**src/rtl/cpu_bus_sync_pkg.sv**
```systemverilog
// Shared types and helpers for the HuCard CPU bus front-end.
package cpu_bus_pkg;

  typedef enum logic [1:0] {IDLE, QUAL, ACTIVE, RELEASE} bus_state_t;

  typedef enum logic {RD, WR} acc_kind_t;

  // TurboGrafx carts see the data bus mirrored; swap bit i with bit 7-i.
  function automatic logic [7:0] bitrev8(input logic [7:0] d);
    logic [7:0] r;
    r = '0;
    for (int i = 0; i < 8; i++) r[i] = d[7-i];
    return r;
  endfunction

endpackage

```
**src/rtl/cpu_bus_sync_sync_ff.sv**
```systemverilog
// Multi-stage pin synchroniser with a configurable reset level.
module sync_ff #(
  parameter int             W       = 1,
  parameter int             STAGES  = 2,
  parameter logic [W-1:0]   RST_VAL = '0
) (
  input  logic         clk,
  input  logic         rst,
  input  logic [W-1:0] d,
  output logic [W-1:0] q
);

  logic [W-1:0] stg [STAGES];

  always_ff @(posedge clk) begin
    if (rst) begin
      for (int i = 0; i < STAGES; i++) stg[i] <= RST_VAL;
    end else begin
      stg[0] <= d;
      for (int i = 1; i < STAGES; i++) stg[i] <= stg[i-1];
    end
  end

  assign q = stg[STAGES-1];

endmodule

```
**src/rtl/cpu_bus_sync.sv**
```systemverilog
// Synchronises and glitch-filters the asynchronous HuCard CPU bus, emitting
// one rd_stb per qualified read start and one wr_stb per completed write.
module cpu_bus_sync
  import cpu_bus_pkg::*;
#(
  parameter int SYNC_STAGES = 2,
  parameter int FILT_CYC    = 3,
  parameter int ADDR_W      = 21
) (
  input  logic              clk,
  input  logic              rst,
  input  logic [ADDR_W-1:0] cpu_addr,
  input  logic [7:0]        cpu_data,
  input  logic              cpu_oe,
  input  logic              cpu_we,
  input  logic              region,
  output logic              rd_stb,
  output logic              wr_stb,
  output logic [ADDR_W-1:0] bus_addr,
  output logic [7:0]        bus_wdat,
  output logic              bus_act,
  output logic [7:0]        glitch_cnt
);

  localparam logic [3:0] FILT_N  = 4'(FILT_CYC);
  localparam int         FW      = $clog2(SYNC_STAGES + 1);
  localparam logic [FW-1:0] FLUSH_N = FW'(SYNC_STAGES);

  logic              oe_s, we_s, region_s;
  logic [ADDR_W-1:0] addr_s;
  logic [7:0]        data_s;

  sync_ff #(.W(2), .STAGES(SYNC_STAGES), .RST_VAL(2'b11)) u_sync_strb (
    .clk (clk),
    .rst (rst),
    .d   ({cpu_oe, cpu_we}),
    .q   ({oe_s, we_s})
  );

  sync_ff #(.W(ADDR_W + 9), .STAGES(SYNC_STAGES), .RST_VAL('0)) u_sync_bus (
    .clk (clk),
    .rst (rst),
    .d   ({cpu_addr, cpu_data, region}),
    .q   ({addr_s, data_s, region_s})
  );

  bus_state_t    state;
  acc_kind_t     kind;
  logic [3:0]    fcnt;
  logic          armed;
  logic [FW-1:0] flush_cnt;

  logic own_low, other_high, flushed, glitch_evt, cap_en;

  always_comb begin
    own_low    = (kind == RD) ? !oe_s : !we_s;
    other_high = (kind == RD) ?  we_s :  oe_s;
    flushed    = (flush_cnt == FLUSH_N);
    glitch_evt = ((state == IDLE) && armed && !oe_s && !we_s) ||
                 ((state == QUAL) && !(own_low && other_high));
    // Write data follows the pins whenever the write strobe is seen low.
    cap_en     = (kind == WR) && own_low &&
                 ((state == ACTIVE) || (state == RELEASE) ||
                  ((state == QUAL) && other_high && (fcnt == FILT_N)));
  end

  // rd_stb/wr_stb are single-cycle pulses with no back-pressure; bus_addr and
  // bus_wdat are stable while the matching pulse is high and hold afterwards.
  always_ff @(posedge clk) begin
    if (rst) begin
      state      <= IDLE;
      kind       <= RD;
      fcnt       <= '0;
      armed      <= 1'b0;
      flush_cnt  <= '0;
      rd_stb     <= 1'b0;
      wr_stb     <= 1'b0;
      bus_act    <= 1'b0;
      bus_addr   <= '0;
      bus_wdat   <= '0;
      glitch_cnt <= '0;
    end else begin
      rd_stb <= 1'b0;
      wr_stb <= 1'b0;
      if (!flushed) flush_cnt <= flush_cnt + FW'(1);
      if (glitch_evt && (glitch_cnt != 8'hFF)) glitch_cnt <= glitch_cnt + 8'd1;
      if (cap_en) bus_wdat <= region_s ? bitrev8(data_s) : data_s;

      case (state)
        IDLE: begin
          // Re-arm only once reset-time synchroniser contents have flushed out.
          if (!armed) begin
            if (flushed && oe_s && we_s) armed <= 1'b1;
          end else if (!oe_s && !we_s) begin
            armed <= 1'b0;
          end else if (oe_s != we_s) begin
            state <= QUAL;
            fcnt  <= 4'd1;
            kind  <= oe_s ? WR : RD;
          end
        end
        QUAL: begin
          if (own_low && other_high) begin
            if (fcnt == FILT_N) begin
              state    <= ACTIVE;
              bus_addr <= addr_s;
              bus_act  <= 1'b1;
              rd_stb   <= (kind == RD);
            end else begin
              fcnt <= fcnt + 4'd1;
            end
          end else begin
            state <= IDLE;
            armed <= 1'b0;
          end
        end
        ACTIVE: begin
          if (!own_low) begin
            state <= RELEASE;
            fcnt  <= 4'd1;
          end
        end
        RELEASE: begin
          if (own_low) begin
            state <= ACTIVE;
          end else if (fcnt == FILT_N) begin
            state   <= IDLE;
            bus_act <= 1'b0;
            wr_stb  <= (kind == WR);
          end else begin
            fcnt <= fcnt + 4'd1;
          end
        end
        default: state <= IDLE;
      endcase
    end
  end

endmodule

```
**config.mk**
```make
export PLATFORM = sky130hd
export DESIGN_NAME = cpu_bus_sync
export DESIGN_NICKNAME = d
export VERILOG_FILES = /design/src/rtl/cpu_bus_sync_pkg.sv /design/src/rtl/cpu_bus_sync_sync_ff.sv /design/src/rtl/cpu_bus_sync.sv
export SDC_FILE = /design/constraint.sdc
export NUM_CORES = 1
export LEC_CHECK = 0
export CORE_MARGIN = 3
export CORE_UTILIZATION = 25
export DETAILED_ROUTE_END_ITERATION = 7
export PLACE_DENSITY = 0.49
export SYNTH_ARGS = -nofsm -noshare
export SYNTH_HDL_FRONTEND = slang
export SYNTH_SLANG_ARGS = --single-unit
```
**constraint.sdc**
```tcl
create_clock -name clk -period 4.34 [get_ports clk]
set_input_delay 1.085 -clock clk [delete_from_list [all_inputs] [get_ports clk]]
set_output_delay 1.085 -clock clk [all_outputs]
set_load 0.01 [all_outputs]
```
**Register map, names as in the netlist**

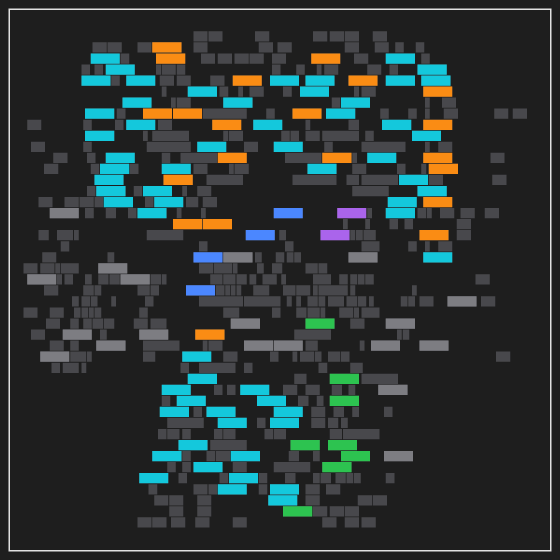
Blue marks `fcnt`, flops 4, where center. Green marks `bus_wdat`, flops 8, where south. Orange marks `bus_addr`, flops 21. Cyan marks `u_sync_bus.stg`, flops 60. Purple marks `flush_cnt`, flops 2.
sequential cell area in the final layout: 2280 sq um
core utilization of the finished layout: 36.0%
register fraction of the total cell area: 40.9%

**Placement by cell class**

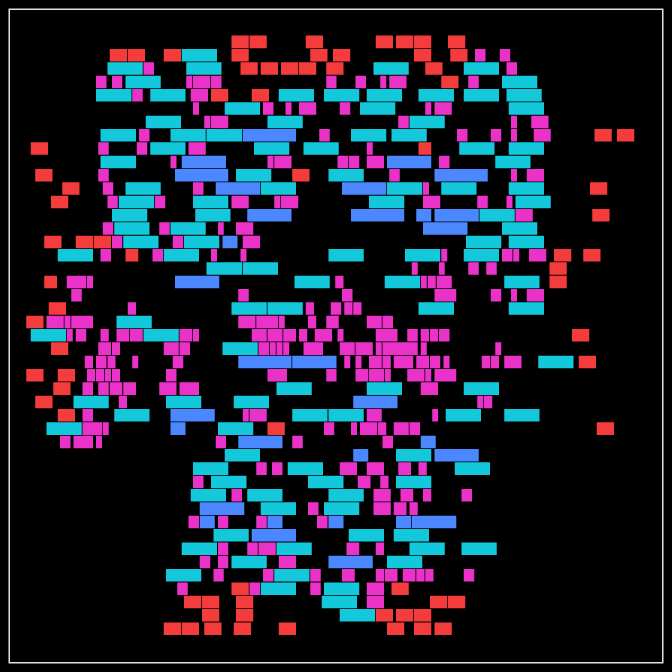
Cyan marks flip-flops, cells 114. Blue marks clock drivers and dummy loads, cells 31. Red marks other buffers and delay cells, cells 75. Magenta marks all other logic, cells 244.

==> run summary <==
Summary of implementation figures.

Synthesis
Per the synth stats, the proportion of register bits with asynchronous set or reset is 0%. The most frequently used flop master after synthesis is dfxtp_1. The cell area that synthesis handed to floorplanning was just over 4000 sq um. Counting the warning lines in the Yosys log gives 0. Ranked by total cell area, the synthesized netlist is headed by dfxtp_1 (57%), nor2b_1 (10%), mux2i_1 (7.9%), nor2_1 (3.1%), a21oi_1 (1.9%). Counting every instance in the synthesized netlist gives between 300 and 400. For this design, Yosys synthesis ends with a cell count of about 380. The post-synthesis cell type with the largest combined area is dfxtp_1. In this run, synthesis inferred 0 flip-flops with an integrated enable. The register share after synthesis is 56.6%. The netlist uses 51 different library cells.

Counting instances in the post-synthesis netlist gives the leading cell types as dfxtp_1 (114), nor2b_1 (66), nor2_1 (33). The chip area in the Yosys report is about 4000 sq um.

Route
The first-pass iteration count of the detailed router is 5. The final wirelength is 7.98 mm. The detailed route wirelength on metal3 is about 390 microns.

The total length of routed met2 wires is roughly 3.8 mm. In the final routed layout, each cell accounts on average for between 10 and 15 microns. The routed metal-1 wirelength is 3.69 mm. The residual DRC count is 0. The detailed router's first-iteration violation count is around 170. The count of nets left with antenna violations once routing finished came out at 0. The average vias per placed instance is approximately 4.2. In this run the top signal layer used is met4.

Floorplan
The number of well taps is approximately 210. The die boundary height is around 130 microns. The I/O pin count is between 70 and 80. The effective utilization at floorplan is between 20% and 30%. From left edge to right edge, the die measures 133 microns. In this run the full chip footprint comes out at 17700 sq um.

Finish
237 cells are multi-input combinational gates. The non-clock buffer count in the final layout is 75. Per the run report, area growth between synthesis and finish was 38.4%. By instance count after routing, the leading logic cell types are dfxtp_1 (114), clkdlybuf4s50_1 (72), nor2b_1 (66). The largest registers in the layout are u_sync_bus.stg (60), bus_addr (21).

The fill cell total of the finished layout is ~1.6k. Summing all non-filler instances in the final layout gives an area of around 5600 sq um. The largest cell class by area is flip-flops and latches. The tally of clock buffers in the finished layout is 17. The register name with the most flops is u_sync_bus.stg. The area share of buffers outside the clock network is a little over an eighth. In the final layout, excluding clock inverters the inverter count is 7. The most frequently placed logic cell in the final layout is dfxtp_1. The logic share of the area is 28.8%. In the final layout, the multi-input gates occupy between 1500 and 2000 sq um. The finished layout holds about 680 standard cells, fillers aside. The area fraction of clock buffers and clock inverters is 11.7%.

Min path
In the hold timing report, the worst path depth is 1. The kind of path behind the tightest hold check is reg -> reg. The worst min-delay path endpoint is u_sync_strb.stg[0][3].

STA
The highest clock rate is ~0.40 GHz. The final setup skew is ~0.016 ns. The final period demand of the worst path is 2.50 ns. Endpoints failing hold in the final report were tallied at 0. Setup total negative slack on the finished layout was measured at 0 ns. For reference, the final report shows the max-slew violation count at 0.

Per the finish-stage timing summary, setup violations number 0. Setup repair after global routing left no endpoint under its margin.

Power and ir drop
Summed over the clock group, the power is 1.52 mW. Per the summary, power density relative to cell area is ~500 nW/um^2. The largest share of the power goes to clock. The reported leakage power is between 1.5 and 2 nW. The power consumption is approximately 2.8 mW. The total combinational power is between 0.1 and 0.15 mW. Summed over all sequential cells, the power is around 1.1 mW.

The internal portion of the total power is 2.18 mW. The power report shows net switching accounting for about a fifth of the total.

Global routing
The via count of the first global-routing pass is 2700. The most crowded layer after global routing is met2. Entering global routing, the biggest net connects roughly 63 pins.

The global routing usage on met2 is 14.1%. For met3 alone, demand over resource in global routing was about 3.5%. The global-route usage over all layers is approximately a tenth. The remaining global-route overflow is 0. The global-route wire length before repair is between 10 and 15 mm. The number of antenna violations at the first check in global routing is 0.

Place
The placed instance count is 644. According to the dpl log, the detail-placed design has an HPWL of between 5 and 6 mm. The placed instances occupy a cell area of ~5000 sq um. The congestion estimate from routability-driven global placement came to a little under 0.8. Per the placement log, port buffering inserted around 73 buffers.

Critical path
The required time reported for the critical path endpoint is ~3.3 ns. The setup slack of the worst register-to-register path is 2.00 ns. Among all stages on the critical path, the largest delay is contributed by clkdlybuf4s50_1. The critical path depth in cells is 1. Per STA, the highest per-stage delay on the worst path measures 0.58 ns. The critical path maximum fanout is 7.

Data arrives at the worst endpoint at between 1 and 1.5 ns. The type of element launching the critical path is a flip-flop. The path type of the worst setup path is reg -> out. The end of the worst register-to-register path is bus_addr[1]. The most critical setup path has its endpoint at glitch_cnt[2].

The critical path's top delay family is buffers and inverters. In this run the worst setup path begins at glitch_cnt[2]. The buffer and inverter count on the worst path is 1.

The launch point of the worst reg-to-reg path is u_sync_strb.stg[0][2].

Clocking
The tree is rooted in a clkbuf_16. The registers of the reported paths see a clock transition of about 0.06 ns. The post-cts repair resize count is 0. The quantity of hold-fixing buffers added after cts is 0.

The maximum root-to-sink buffer count is 2. TritonCTS built the clock tree. The post-CTS setup-driven buffer insertion count is 0. The number of buffers added by the clock tree synthesis step is 17.

Status
The flow ran to the end, and the final reports show no timing, DRC or antenna violations.

Job
In this run the tools logged warnings totalling 26. The run reported a max-capacitance violation count of 0.
**Routed clock nets over the placement**

Bar = 50 microns.
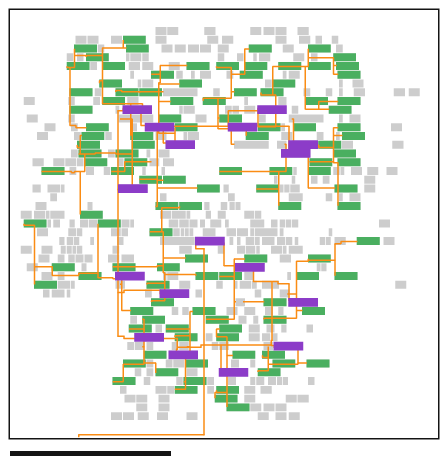
Purple marks cells driving clock nets, count 17. Orange marks clock wires, length 1450 microns. Green marks flip-flops, count 114.
There are 18 routed clock nets.

**Clock routing**

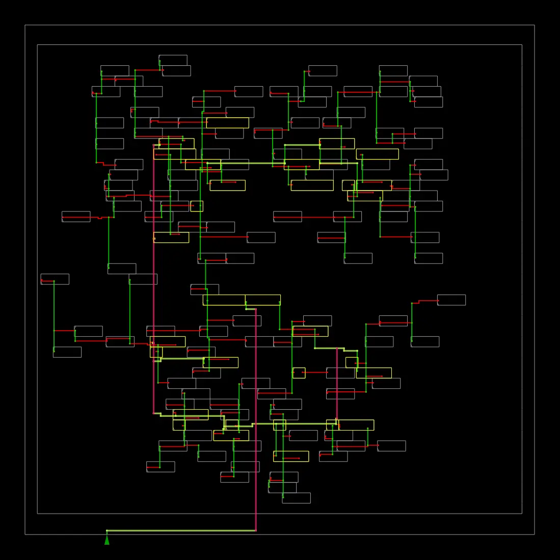
number of sinks driven by the clock tree: 114
clock latency at the later pin of the worst-skew pair: 0.41 ns
sequential cell count: 114

-- cells by family after synthesis --
kind of cell | count (synthesis) | share of synthesized area, %
adder cells (fa/ha/maj) | 4 | 1.24
XOR/XNOR | 1 | 0.217
multiplexers | 35 | 8.78
flip-flops | 114 | 56.6
AND/OR/NAND/NOR | 151 | 21.4
AND-OR/OR-AND | 46 | 8.19
buffers and inverters | 28 | 3.51
-- stage by stage --
step / worst slack [ns] / hold slack (ns)
CTS: 1.82 / 0.416
floorplan: 2.52 / 0.389
global route: 1.77 / 0.439
global placement: 1.93 / 0.393
detailed placement: 1.90 / 0.397
finish: 1.84 / 0.418
Power is estimated from default activity; no workload was simulated.
